==> src/rtl/conv_pkg.sv <==
// Shared widths, helpers and output post-processing for the convolution MAC.
package conv_pkg;

  localparam int MAX_W = 64;

  typedef struct packed {
    logic signed [MAX_W-1:0] data;
    logic                    ovf;
  } post_t;

  function automatic int clog2(input int n);
    int r;
    r = 0;
    while ((1 << r) < n) r++;
    return r;
  endfunction

  function automatic int prod_w(input int width);
    return 2 * width;
  endfunction

  function automatic int sum_w(input int width, input int taps);
    return prod_w(width) + clog2(taps);
  endfunction

  function automatic int acc_w(input int width, input int taps, input int channels);
    return sum_w(width, taps) + clog2(channels) + 1;
  endfunction

  // Round half up, drop FRAC bits, saturate to WIDTH, then optional ReLU.
  // ovf reports clipping and survives the ReLU clamp.
  function automatic post_t post_proc(input logic signed [MAX_W-1:0] acc,
                                      input int width, input int frac,
                                      input logic relu);
    post_t r;
    logic signed [MAX_W-1:0] v;
    logic signed [MAX_W-1:0] hi;
    logic signed [MAX_W-1:0] lo;
    v = acc;
    if (frac > 0) v = (v + (64'sd1 <<< (frac - 1))) >>> frac;
    hi = (64'sd1 <<< (width - 1)) - 64'sd1;
    lo = -(64'sd1 <<< (width - 1));
    r.ovf = 1'b0;
    if (v > hi) begin
      v = hi;
      r.ovf = 1'b1;
    end else if (v < lo) begin
      v = lo;
      r.ovf = 1'b1;
    end
    if (relu && (v < 0)) v = '0;
    r.data = v;
    return r;
  endfunction

endpackage

==> src/rtl/conv_mac_pipe_adder_tree.sv <==
// Combinational signed sum of N packed terms, widened so it can never overflow.
module adder_tree_pipe
  import conv_pkg::*;
#(
  parameter int N     = 9,
  parameter int IN_W  = 18,
  parameter int OUT_W = IN_W + clog2(N)
) (
  input  logic [N*IN_W-1:0]       terms,
  output logic signed [OUT_W-1:0] sum
);

  // Sign-extend every term to the full output width and add them up.
  always_comb begin
    sum = '0;
    for (int i = 0; i < N; i++) begin
      sum = sum + OUT_W'($signed(terms[i*IN_W +: IN_W]));
    end
  end

endmodule

==> src/rtl/conv_mac_pipe.sv <==
// Pipelined KxK signed convolution MAC: products (S1), tree sum (S2),
// per-channel accumulation plus rounded/saturated output register (S3).
// A result appears three cycles after the cycle its last-channel beat is presented.
module conv_mac_pipe
  import conv_pkg::*;
#(
  parameter int WIDTH    = 9,
  parameter int K        = 3,
  parameter int CHANNELS = 4,
  parameter int FRAC     = 4
) (
  input  logic                      clk,
  input  logic                      rst_n,
  input  logic                      in_valid,
  output logic                      in_ready,
  input  logic [K*K*WIDTH-1:0]      win,
  input  logic [K*K*WIDTH-1:0]      ker,
  input  logic signed [WIDTH-1:0]   bias,
  input  logic                      relu_en,
  output logic                      out_valid,
  input  logic                      out_ready,
  output logic signed [WIDTH-1:0]   out_data,
  output logic                      out_ovf
);

  localparam int TAPS   = K * K;
  localparam int PROD_W = prod_w(WIDTH);
  localparam int SUM_W  = sum_w(WIDTH, TAPS);
  localparam int ACC_W  = acc_w(WIDTH, TAPS, CHANNELS);
  localparam int CHAN_W = (CHANNELS > 1) ? clog2(CHANNELS) : 1;
  localparam logic [CHAN_W-1:0] LAST_CHAN = CHAN_W'(CHANNELS - 1);

  logic en;

  logic [TAPS*PROD_W-1:0]   prod_c;
  logic [TAPS*PROD_W-1:0]   s1_prod;
  logic                     s1_valid;
  logic signed [WIDTH-1:0]  s1_bias;
  logic                     s1_relu;

  logic signed [SUM_W-1:0]  tree_sum;
  logic signed [SUM_W-1:0]  s2_sum;
  logic                     s2_valid;
  logic signed [WIDTH-1:0]  s2_bias;
  logic                     s2_relu;

  logic signed [ACC_W-1:0]  acc;
  logic signed [ACC_W-1:0]  acc_base;
  logic signed [ACC_W-1:0]  acc_next;
  logic [CHAN_W-1:0]        chan;
  post_t                    post_res;
  logic                     unused_post_bits;

  // Whole pipe freezes only while a finished result waits on downstream.
  assign en       = !(out_valid && !out_ready);
  assign in_ready = en;

  for (genvar t = 0; t < TAPS; t++) begin : g_mul
    assign prod_c[t*PROD_W +: PROD_W] =
      PROD_W'($signed(win[t*WIDTH +: WIDTH])) * PROD_W'($signed(ker[t*WIDTH +: WIDTH]));
  end

  adder_tree_pipe #(
    .N    (TAPS),
    .IN_W (PROD_W),
    .OUT_W(SUM_W)
  ) u_tree (
    .terms(s1_prod),
    .sum  (tree_sum)
  );

  // Channel 0 restarts from the scaled bias, later channels add to the running sum.
  always_comb begin
    acc_base = (chan == '0) ? (ACC_W'(s2_bias) <<< FRAC) : acc;
    acc_next = acc_base + ACC_W'(s2_sum);
    post_res = post_proc(MAX_W'(acc_next), WIDTH, FRAC, s2_relu);
  end

  assign unused_post_bits = ^post_res.data[MAX_W-1:WIDTH];

  // S1: register the tap products together with the beat's bias and ReLU flag.
  always_ff @(posedge clk) begin
    if (!rst_n) begin
      s1_valid <= 1'b0;
      s1_prod  <= '0;
      s1_bias  <= '0;
      s1_relu  <= 1'b0;
    end else if (en) begin
      s1_valid <= in_valid;
      s1_prod  <= prod_c;
      s1_bias  <= bias;
      s1_relu  <= relu_en;
    end
  end

  // S2: register the adder-tree sum, still carrying bias and ReLU alongside.
  always_ff @(posedge clk) begin
    if (!rst_n) begin
      s2_valid <= 1'b0;
      s2_sum   <= '0;
      s2_bias  <= '0;
      s2_relu  <= 1'b0;
    end else if (en) begin
      s2_valid <= s1_valid;
      s2_sum   <= tree_sum;
      s2_bias  <= s1_bias;
      s2_relu  <= s1_relu;
    end
  end

  // S3: accumulate valid beats and step the channel counter; bubbles leave it alone.
  always_ff @(posedge clk) begin
    if (!rst_n) begin
      acc  <= '0;
      chan <= '0;
    end else if (en && s2_valid) begin
      acc  <= acc_next;
      chan <= (chan == LAST_CHAN) ? '0 : chan + 1'b1;
    end
  end

  // Output register: load on the last channel, otherwise drop valid once consumed.
  always_ff @(posedge clk) begin
    if (!rst_n) begin
      out_valid <= 1'b0;
      out_data  <= '0;
      out_ovf   <= 1'b0;
    end else if (en) begin
      if (s2_valid && (chan == LAST_CHAN)) begin
        out_valid <= 1'b1;
        out_data  <= post_res.data[WIDTH-1:0];
        out_ovf   <= post_res.ovf;
      end else begin
        out_valid <= 1'b0;
      end
    end
  end

endmodule

==> config.mk <==
export PLATFORM = sky130hd
export DESIGN_NAME = conv_mac_pipe
export DESIGN_NICKNAME = d
export VERILOG_FILES = /design/src/rtl/conv_pkg.sv /design/src/rtl/conv_mac_pipe_adder_tree.sv /design/src/rtl/conv_mac_pipe.sv
export SDC_FILE = /design/constraint.sdc
export NUM_CORES = 2
export LEC_CHECK = 0
export CAP_MARGIN = 10
export CORE_UTILIZATION = 50
export DETAILED_ROUTE_END_ITERATION = 10
export HOLD_SLACK_MARGIN = 0.02
export PLACE_DENSITY = 0.69
export SETUP_SLACK_MARGIN = 0.5
export SLEW_MARGIN = 20
export SYNTH_ARGS = -nofsm -noshare
export SYNTH_HDL_FRONTEND = slang
export SYNTH_SLANG_ARGS = --single-unit
==> constraint.sdc <==
create_clock -name clk -period 11.65 [get_ports clk]
set_clock_uncertainty 0.05 [all_clocks]
set_input_delay 1.7475 -clock clk [delete_from_list [all_inputs] [get_ports clk]]
set_output_delay 1.7475 -clock clk [all_outputs]
set_load 0.01 [all_outputs]
Figure 1. Placement view.
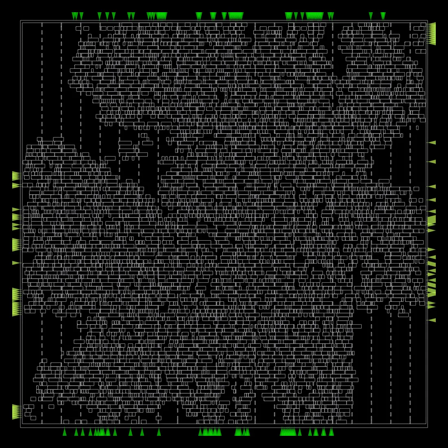
Seq/total area: 10.9%
# Taps: 1070
Finished Layout Cells: 5750

Figure 2. Clock distribution.
Bar = 100 µm.
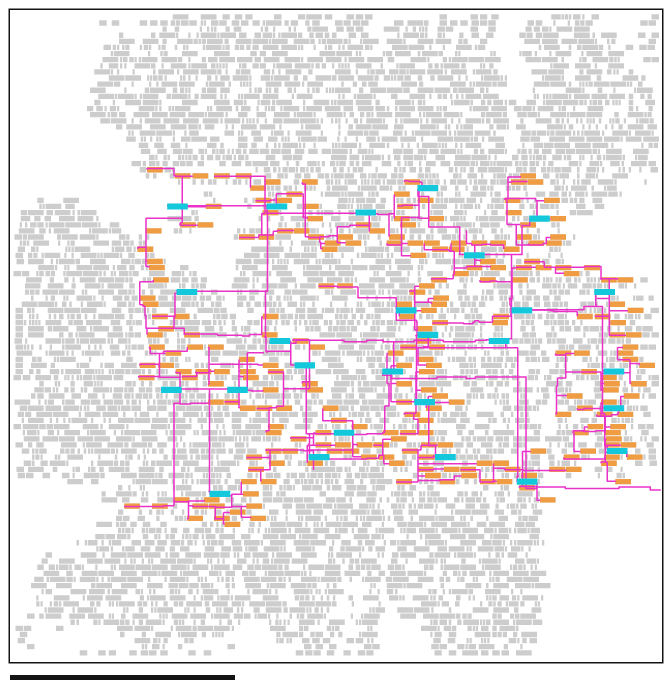
[orange] flip-flops | count: 244
[magenta] clock wires | length: 3540 µm
[cyan] clock drivers | count: 26
routed clock nets	27
clk latency late pin: 0.56 ns

==> changes_impl.md <==
## Flow update

* Top-area cell share at 35.9%
* Worst slew pin tran at 1.11 ns
* Buf/Inv on CP at 4
* Crit path capture type: register
* FF-to-FF End: out_data[5]
* Longest Clk Path Bufs at 3
* GR Util All Layers at 22.3%
* Leading cell kind: combinational gates
* Routed len/inst at 15.6 µm
* ClkCell Share at under 10%
* Via count at 29500
* RSZ-0062 raised after global routing: false
* Tcrit/Tclk final at 60.1%
* Main logic family: adder cells
* Mapped Area at 0.0415 mm²
* Initial drt markers at 1332
* Drt total wl at between 80 and 90 mm
* Crit. path cell count at 25
* Layout cells sized above 1 at 1.99%
* Top Layout Cells: 861 x inv_1, 743 x fa_1, 693 x nand2_1, 411 x ha_1, 383 x and2_1
* Fillers at 7479
* Global routing met2 resource utilization at 40.6%
* Logic share of the area at 72.6%
* Worst slew margin at 26.3%
* Bufs w/o clock at 196
* Most frequent logic cell in the layout: inv_1
* Register share after synthesis at 11.8%
* Post-synth mux share at 0.314%
* # diodes at 3
* Ys flop type: dfxtp_1
* Reg2Reg Depth at 20
* Top post-synthesis cells by count: 862 x inv_1, 743 x fa_1, 694 x nand2_1
* Outcome: finished, final reports clean
* Final setup margin at between 4 and 5 ns
* Vias in the first global route at 30900
* Ys cells at 4619
* Launch point of the critical path: ker[28]
* H-tree lvl count at 1
* Leading area contributor after synthesis: fa_1
* Yosys adder share at 48.3%
* Max Cap Viol at 0
* Xor+xnor area frac at 5.09%
* Die area at 0.0841 mm²
* Setup TNS at 0 ns
* Minimum clock period at 7.00 ns
* Top-count cell post-synth: inv_1
* Mean area per synthesized cell at 8.98 µm²
* First-pass GRT wire length at 154 mm
* Routability Congestion at 0.903
* Synth async-reset ratio at 0%
* Fmax at 0.143 GHz
* Post-synth EDFFs at 0
* Distinct lib cells at 80
* Synth warn at 0
* Non-clk buf share at 4.31%
* Tool warnings at 31
* Worst path most repeated cell: a21oi_1
* Worst r2r src: chan[0]
* Post-CTS Resized at 0
* Chip Area, Yosys at just over 0.04 mm²
* Post-CTS Setup Bufs at 0
* FF+latch area at 0.00488 mm²
* Clkbuf count at 34
* Worst-path maximum fanout at 9
* Sink Count at 244
* Cts bufs inserted at 26
* Cell count after synthesis at about 4600
* Worst setup SP type: input pin
* Global route hottest layer: met2
* Final setup fails at 0
* Comb_multi_in at about 3300
* Post-Syn Nets at between 5000 and 6000
* Worst Hold Path Cells at 2
* Crit path max-delay cell type: clkdlybuf4s50_1
* Inverters at 862
* Nets at 5988
* Met1 Use GR at 29.1%
* CTS tree: built
* Worst hold path type: reg2reg
* Antenna violations before repair at 3
* Hold EP: out_data[8]
* Compound Share, Synth at 9.66%
* Post-detailed-route via-to-cell ratio at 5.12
* Synth-to-layout area growth at 8.45%
Figure 3. Placement by cell class.
Fill, decap, tap and diode cells in gray.
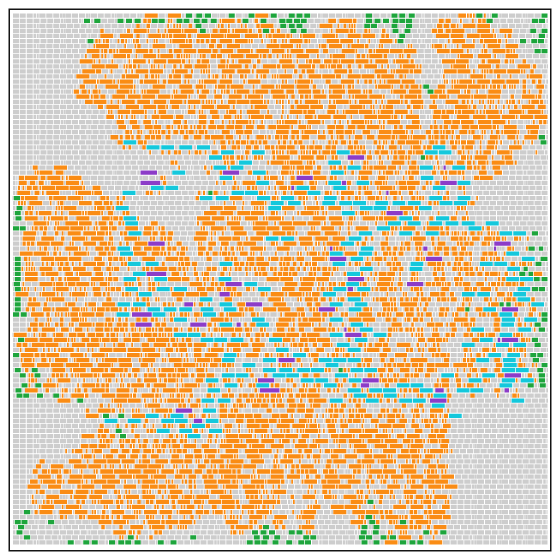
color	class	cells	share of their area
cyan	flops	244	11%
purple	clock drivers and dummy loads	47	2.1%
orange	combinational and other logic	4190	82%
green	other buffers and delay cells	196	4.4%
total core area: 0.0821 mm²
design area: 0.0450 mm²
Std-Cell Rows: 105

Figure 4. Ports around the boundary.
Pins as bars across the die edge, other pins in gray.
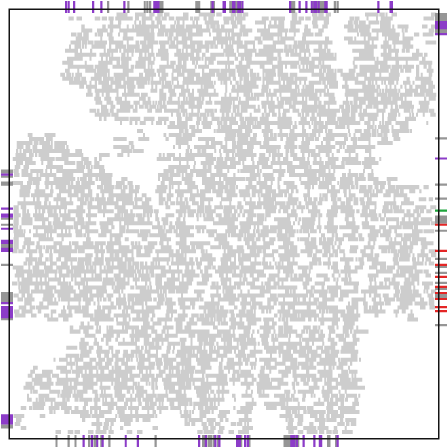
color	port	pins	direction	edge
purple	win	81	input	30 top, 24 bottom, 21 left, 6 right
green	in_valid	1	input	right
red	out_data	9	output	right
all pins by edge	59 top, 52 bottom, 39 left, 38 right

## state kept, by name, summed over array words and instances (netlist names)
signal	flops
s1_prod	162
out_ovf	1
s1_valid	1
s1_relu	1
s2_relu	1
out_valid	1
s2_sum	22
s2_bias	9
chan	2
acc	25
out_data	9
s1_bias	9
s2_valid	1
## stage by stage
step / std cells / instance area (µm²) / hold WS [ns]
finish: 5750 / 45000 / 0.409
global route: 5750 / 45000 / 0.432
CTS: 5747 / 45000 / 0.414
detailed placement: 5700 / 44100 / 0.406
global placement: 5700 / 44100 / 0.398
floorplan: 4619 / 41500 / 0.387
## per-layer routing
layer / share of wire, % / up-vias
met5: 0 / -
met2: 52 / 441
met4: 1.8 / 0
li1: - / 14300
met3: 2.9 / 99
met1: 43 / 14700
